Figure 1. Signal wires by layer (run 1).
Scale: 4 px per um. Only two layers are drawn.
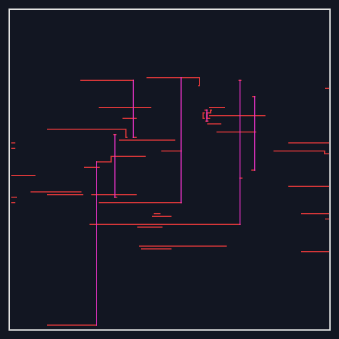
Figure 2. Cell classes on the final placement (run 1).
Scale: 3 px per um. Fill, decap, tap and diode cells in gray.
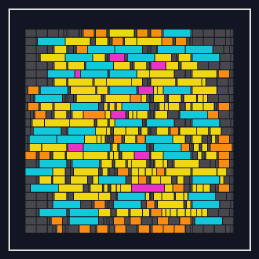
Figure 3. Routed clock nets over the placement (run 1).
Scale: 8 px per um.
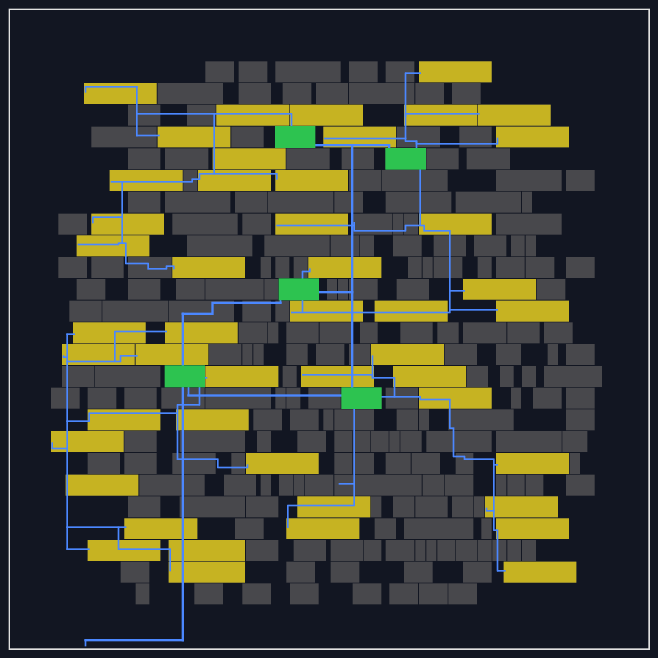
### config.mk
export PLATFORM = sky130hd
export DESIGN_NAME = bus_swap_unit
export DESIGN_NICKNAME = d
export VERILOG_FILES = /design/src/rtl/bus_swap_unit.sv
export SDC_FILE = /design/constraint.sdc
export NUM_CORES = 1
export LEC_CHECK = 0
export CAP_MARGIN = 20
export CORE_MARGIN = 5
export CORE_UTILIZATION = 59
export CTS_CLUSTER_SIZE = 28
export DETAILED_ROUTE_END_ITERATION = 16
export GPL_ROUTABILITY_DRIVEN = 0
export PLACE_DENSITY = 0.88
export SLEW_MARGIN = 15
export SYNTH_ARGS = -nofsm -noshare
export SYNTH_HDL_FRONTEND = slang
export SYNTH_SLANG_ARGS = --single-unit
### constraint.sdc
create_clock -name Clock -period 4 [get_ports Clock]
set_clock_uncertainty 0.15 [all_clocks]
set_input_delay 1 -clock Clock [delete_from_list [all_inputs] [get_ports Clock]]
set_output_delay 1 -clock Clock [all_outputs]
set_load 0.02 [all_outputs]
### src/rtl/bus_swap_unit.sv
// Bus-based register file with a hidden temp register.
// A small FSM moves values over one shared bus to copy or swap registers.
module bus_swap_unit #(
    parameter int N = 8,
    parameter int K = 4,
    parameter int S = 2
) (
    input  logic         Clock,
    input  logic         Resetn,
    input  logic         Start,
    input  logic         Op,
    input  logic [S-1:0] Src,
    input  logic [S-1:0] Dst,
    input  logic [N-1:0] Data,
    input  logic         ExtLoad,
    input  logic [S-1:0] ExtSel,
    input  logic [S-1:0] RdSel,
    output logic [N-1:0] RdData,
    output logic [N-1:0] BusWires,
    output logic         Busy,
    output logic         Done
);

    typedef enum logic [2:0] {
        IDLE = 3'd0,
        C1   = 3'd1,
        S1   = 3'd2,
        S2   = 3'd3,
        S3   = 3'd4
    } state_t;

    state_t         r_state;
    state_t         w_next;
    logic [N-1:0]   r_regs [K];
    logic [N-1:0]   r_temp;
    logic           r_op;
    logic [S-1:0]   r_src;
    logic [S-1:0]   r_dst;

    logic [N-1:0]   w_bus;
    logic           w_wen;
    logic [S-1:0]   w_widx;
    logic           w_tload;
    logic           w_latch;
    logic           w_done;

    // Indices at or above K have no register behind them and read as zero.
    function automatic logic [N-1:0] f_rd(input logic [S-1:0] sel);
        logic [N-1:0] v;
        v = '0;
        for (int i = 0; i < K; i++) begin
            if (sel == S'(i)) begin
                v = r_regs[i];
            end
        end
        return v;
    endfunction

    // State register.
    always_ff @(posedge Clock or negedge Resetn) begin
        if (!Resetn) begin
            r_state <= IDLE;
        end else begin
            r_state <= w_next;
        end
    end

    // Next state, bus source and the single write port for this cycle.
    always_comb begin
        w_next  = r_state;
        w_bus   = Data;
        w_wen   = 1'b0;
        w_widx  = r_dst;
        w_tload = 1'b0;
        w_latch = 1'b0;
        w_done  = 1'b0;
        unique case (r_state)
            IDLE: begin
                if (Start) begin
                    w_latch = 1'b1;
                    w_next  = Op ? S1 : C1;
                end else if (ExtLoad) begin
                    w_wen  = 1'b1;
                    w_widx = ExtSel;
                end
            end
            C1: begin
                w_bus  = f_rd(r_src);
                w_wen  = 1'b1;
                w_widx = r_dst;
                w_done = 1'b1;
                w_next = IDLE;
            end
            S1: begin
                w_bus   = f_rd(r_src);
                w_tload = 1'b1;
                w_next  = S2;
            end
            S2: begin
                w_bus  = f_rd(r_dst);
                w_wen  = 1'b1;
                w_widx = r_src;
                w_next = S3;
            end
            S3: begin
                w_bus  = r_temp;
                w_wen  = 1'b1;
                w_widx = r_dst;
                w_done = 1'b1;
                w_next = IDLE;
            end
            default: begin
                w_next = IDLE;
            end
        endcase
    end

    // Operation fields are captured once at Start and held while busy.
    always_ff @(posedge Clock or negedge Resetn) begin
        if (!Resetn) begin
            r_op  <= 1'b0;
            r_src <= '0;
            r_dst <= '0;
        end else if (w_latch) begin
            r_op  <= Op;
            r_src <= Src;
            r_dst <= Dst;
        end
    end

    // Temp register holds the first swap operand.
    always_ff @(posedge Clock or negedge Resetn) begin
        if (!Resetn) begin
            r_temp <= '0;
        end else if (w_tload) begin
            r_temp <= w_bus;
        end
    end

    // User registers; out-of-range write indices match nothing.
    always_ff @(posedge Clock or negedge Resetn) begin
        if (!Resetn) begin
            for (int i = 0; i < K; i++) begin
                r_regs[i] <= '0;
            end
        end else if (w_wen) begin
            for (int i = 0; i < K; i++) begin
                if (w_widx == S'(i)) begin
                    r_regs[i] <= w_bus;
                end
            end
        end
    end

    // Outputs.
    always_comb begin
        RdData   = f_rd(RdSel);
        BusWires = w_bus;
        Busy     = (r_state != IDLE);
        Done     = w_done;
    end

    // The latched op is implied by the state path; kept for visibility.
    logic w_op_unused;
    assign w_op_unused = r_op;

endmodule

==> deck_impl_summary.md, run 1 <==
Implementation Results

Outcome
  • Status: complete, no violations

Timing
  • Worst Max-Slew Pin Slew: 0.750 ns
  • Slew Limit Headroom: 0.499
  • RSZ-0062 raised after global routing: false
  • FMAX: 0.256 GHz
  • Setup TNS: 0 ns
  • Fin crit period: 3.91 ns
  • Crit share post-route: 0.978
  • Final setup fails: 0
  • Fin. max-slew vios: 0

Clock tree
  • Clock sink count: 47
  • Post-CTS setup repair buffer count: 0
  • CTS buffer count: 5
  • Clock slew at reported path FFs: 0.09 ns
  • CTS tree: built
  • Clock root buffer master: clkbuf_8

Power
  • Peak supply drop: 0.500 mV
  • PwrDens: 923 nW/um2

Worst hold path
  • Hold Path End: r_temp[1]
  • Hold Path Origin: r_temp[1]
  • Class of the worst hold path: flip-flop to flip-flop

Placed design
  • Detail Placement HPWL: 4480 um
  • Port bufs: 38

Synthesis
  • Chip Area, Yosys: 2870 um2
  • Synth Register Bits: 47
  • Cell area after synthesis: 2870 um2
  • Gate Count Post-Synth: 216
  • Sequential share of the synthesized area: 0.409
  • Yosys top cell area share: 0.409
  • Yosys cell types: 33
  • Syn nets: 237
  • # Cells Yosys: 216
  • Synth warn: 0

Drt
  • Iteration tally of the first detailed-router pass: 4
  • ANT nets after route: 0
  • Initial drt markers: 97

Layout
  • Most frequent logic cell in the layout: dfrtp_1
  • Fillers: 312
  • Diode count: 0
  • Comb area: 1590 um2
  • Area growth from synthesis to layout: 20.2%

Setup path
  • FF-to-FF setup slack: 1.37 ns
  • Reg2Reg Depth: 6
  • CP required: 2.85 ns

Floorplanning
  • Io pins: 39
  • Die Wd: 79.8 um
  • Die Height: 79.8 um
  • Die ar.: 6370 um2

GRT
  • Pin count of the biggest net entering global routing: 48
## Picture notes: Figure 1
legend:
  metal 4:
    color: magenta
    wire_length: 159 um
  metal 3:
    color: red
    wire_length: 342 um
gr usage total: 0.226
routed via count: 2023

## Picture notes: Figure 2
legend:
  sequential cells:
    color: cyan
    cells: 47
  combinational and other logic:
    color: yellow
    cells: 151
  remaining buffers and delay cells:
    color: orange
    cells: 47
  clock drivers and dummy loads:
    color: magenta
    cells: 8
# rows: 25
Core Region: 4720 um2
Final Util: 0.731
post-route cell area: 3450 um2
Seq area share: 0.341

## Picture notes: Figure 3
legend:
  clock drivers:
    color: green
    count: 5
  flip-flops:
    color: yellow
    count: 47
  clock wires:
    color: blue
    length: 564 um
flops lie: widely spread
clock power share: 0.113
clk_lat worst skew: 0.30 ns
P_clk: 360 uW

run 1: flip-flops by register name (all words and copies together) (netlist names):
signal	cells
r_state	3
r_temp	8
r_src	2
r_regs	32
r_dst	2
run 1: where the power goes:
group          internal, uW  total, uW  switching, uW
sequential              701       1020            316
clock                   202        360            158
combinational          1040       1810            767
total                  1950       3190           1240
run 1: critical path, stage by stage:
cell and delay [ns]:
clkdlybuf4s50_1 0.51, buf_4 0.20, mux4_2 0.50, clkdlybuf4s50_1 0.55
run 1: cells in the mapped netlist:
cell,instances
mux4_2,24
buf_4,3
and2_1,1
buf_6,1
buf_2,7
nor2b_1,4
mux2_2,36
buf_1,2
o21ai_0,8
o21bai_1,1
xnor2_1,1
or3_1,1
dfrtp_1,47
nand2b_4,1
a221o_2,1
nand2_2,2
nor4b_4,1
a21oi_1,10
nor2_1,11
a22oi_1,1
mux2i_1,9
nand2b_1,1
nor3_1,2
nand2_1,10
nor3b_1,2
o32ai_1,1
a311o_1,8
clkbuf_1,5
mux2_4,8
a21o_1,1
o22ai_1,1
inv_1,4
or2_2,1
run 1: per-stage QoR:
step | cell area, um2 | hold WS, ns | instances | total power (uW) | utilization
6_report | 3450 | 0.363 | 320 | 3190 | 0.731
5_1_grt | 3450 | 0.386 | 320 | 3380 | 0.731
4_1_cts | 3430 | 0.367 | 319 | 3170 | 0.726
3_5_place_dp | 3310 | 0.350 | 311 | 2800 | 0.701
3_3_place_gp | 3310 | 0.340 | 311 | 2740 | 0.701
2_1_floorplan | 2870 | 0.330 | 216 | 2260 | -
run 1: worst max-delay path by stage:
stage	start	to	slack, ns	cells past startpoint
3_3_place_gp	RdSel[0]	RdData[7]	0.10	4
6_report	RdSel[0]	RdData[7]	0.09	4
2_1_floorplan	RdSel[0]	RdData[0]	0.79	2
5_1_grt	RdSel[0]	RdData[1]	0.04	4
4_1_cts	RdSel[0]	RdData[7]	0.07	4
3_5_place_dp	RdSel[0]	RdData[7]	0.07	4
run 1: what timing repair did:
item / in CTS / in global routing
endpoints found under the setup margin: 0 / 8
hold buffers: 0 / 0
gates resized: 0 / 3
run 1: cells by family (layout without fill, tap and decap cells):
group                  Yosys count  count (layout)  synth area share
AND/OR/NAND/NOR                 37              37            0.0710
flip-flops                      47              47             0.409
multiplexers                    77              77             0.402
XOR/XNOR                         1               1           0.00305
AND-OR/OR-AND                   32              32            0.0762
buffers and inverters           22              59            0.0383
run 1: area by class of cell:
class	instances	area share
multi-input combinational	147	0.461
sequential	47	0.341
timing repair buffer	47	0.136
tap	67	0.0243
clock buffer	6	0.0239
clock inverter	2	0.0101
inverter	4	0.00435
run 1: routing by layer:
| metal | wire (um) | up-vias | track usage |
|---|---|---|---|
| li1 | - | 896 | - |
| met4 | 159 | 0 | 0.0946 |
| met1 | 2790 | 1040 | 0.293 |
| met2 | 3430 | 71 | 0.371 |
| met5 | 0 | - | 0 |
| met3 | 342 | 16 | 0.0474 |
==> run 1 -> run 2 <==
CORE_UTILIZATION = 40   (was 59)
PLACE_DENSITY = 0.64   (was 0.88)
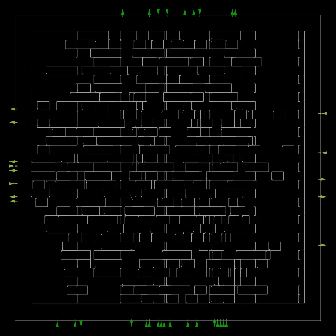
Figure 4: run 2, placement view.
Tap Count: 99
# rows: 31
Fillers: 634
flop count: 47
Seq area share: 0.339

==> run 2 against run 1 <==
Compared with the run above:
- worst hold slack better by 0.0018 ns
- fmax up 0.68%
- area after synthesis unchanged
- clock power up 2%
- count of clock-buffer cells in the layout unchanged
- via count down 4.4%
- flip-flop count unchanged
- final area up 0.72%
- register-to-register slack about the same
- setup slack better by 0.027 ns
- non-clock buffer count down 2
- critical path depth unchanged
==> deck_impl_summary.md, run 2 <==
Implementation Results

Timing
  • FMAX: 0.257 GHz
  • Crit share post-route: 0.971
  • Slew Limit Headroom: 0.482
  • Fin crit period: 3.88 ns
  • Fin. max-slew vios: 0
  • Setup TNS: 0 ns
  • Final setup fails: 0

Power
  • Flop pwr share: 0.319
  • Switching share of power: 0.388
  • PwrDens: 913 nW/um2
  • Cell internal pwr: 1940 uW
  • Peak supply drop: 0.355 mV
  • Combinational power share: 0.565
  • Clock power share: 0.116

Synthesis
  • EDFF count, synth: 0
  • Most frequent cell after synthesis: dfrtp_1
  • Sequential share of the synthesized area: 0.409
  • Yosys top cell area share: 0.409
  • Synth Register Bits: 47
  • Ys flop type: dfrtp_1
  • Cell area after synthesis: 2870 um2
  • Syn nets: 237
  • Chip Area, Yosys: 2870 um2
  • Synth warn: 0
  • # Cells Yosys: 216

Floorplanning
  • Die Height: 94.8 um
  • Core Region: 7140 um2
  • Die Wd: 94.8 um
  • Io pins: 39

Worst hold path
  • Hold Path Origin: r_temp[0]
  • Hold Path End: r_temp[0]

Clock tree
  • Clk_lat worst skew: 0.30 ns
  • Clock slew at reported path FFs: 0.09 ns
  • Post_cts resized: 0
  • Post-CTS setup repair buffer count: 0

Setup path
  • FF-to-FF setup slack: 1.37 ns
  • Reg2Reg Depth: 7

Drt
  • Routed via count: 1933
  • Iteration tally of the first detailed-router pass: 4

GRT
  • Gr usage total: 0.161
  • Pin count of the biggest net entering global routing: 48

Layout
  • Most frequent logic cell in the layout: dfrtp_1
  • Diode count: 0
  • Max reg flops: 32
  • Largest registers: r_regs (32), r_temp (8), r_state (3)

Outcome
  • Status: complete, no violations

Placed design
  • Port bufs: 38
==> run 2: cell counts after synthesis <==
Identical to the previous run, type by type.
==> run 2: worst max-delay path, stage by stage <==
cell             delay (ns)
clkdlybuf4s50_1        0.50
buf_12                 0.16
mux4_2                 0.51
clkdlybuf4s50_1        0.56
==> run 2: layer usage <==
layer,up-vias,share of wire,wire length [um],global-route usage
met5,-,0,0,0
met4,0,0.019,129,0.0625
met3,12,0.026,177,0.0295
met2,38,0.50,3390,0.257
met1,995,0.46,3130,0.218
li1,888,-,-,-
==> run 2: worst max path at each step <==
stage	from	endpoint	slack [ns]	depth (start not counted)
floorplan	RdSel[0]	RdData[0]	0.79	2
global placement	RdSel[0]	RdData[0]	0.12	4
detailed placement	RdSel[0]	RdData[0]	0.11	4
CTS	r_src[0]	BusWires[6]	0.03	5
global route	RdSel[0]	RdData[1]	0.07	4
finish	RdSel[0]	RdData[1]	0.12	4
==> run 2: stage by stage <==
stage | hold slack [ns] | instance area [um2] | instances | util
global placement | 0.341 | 3360 | 342 | 0.470
CTS | 0.369 | 3470 | 350 | 0.487
global route | 0.377 | 3480 | 350 | 0.487
detailed placement | 0.348 | 3360 | 342 | 0.470
finish | 0.364 | 3480 | 350 | 0.487
floorplan | 0.330 | 2870 | 216 | -
==> run 2: logic make-up after synthesis <==
family          synth area share
mux                        0.402
flops                      0.409
simple gates              0.0710
compound gates            0.0762
buf+inv                   0.0383
xor+xnor                 0.00305
==> run 2: final cells by class <==
class | instances | area (um2)
clock buffers | 6 | 82.6
clock inverters | 2 | 35.0
fillers | 634 | 3660
inverters | 4 | 15.0
multi-input cells | 147 | 1590
flip-flops and latches | 47 | 1180
well taps | 99 | 124
repair buffers | 45 | 455
==> run 2: power by group through the flow <==
| stage | Combinational (uW) | Sequential [uW] | Clock (uW) |
|---|---|---|---|
| floorplan | 1440 | 818 | 0 |
| global placement | 1770 | 1010 | 0 |
| detailed placement | 1800 | 1020 | 0 |
| CTS | 1810 | 1010 | 378 |
| global route | 1920 | 1050 | 400 |
| finish | 1790 | 1010 | 368 |
Power is estimated from default activity; no workload was simulated.
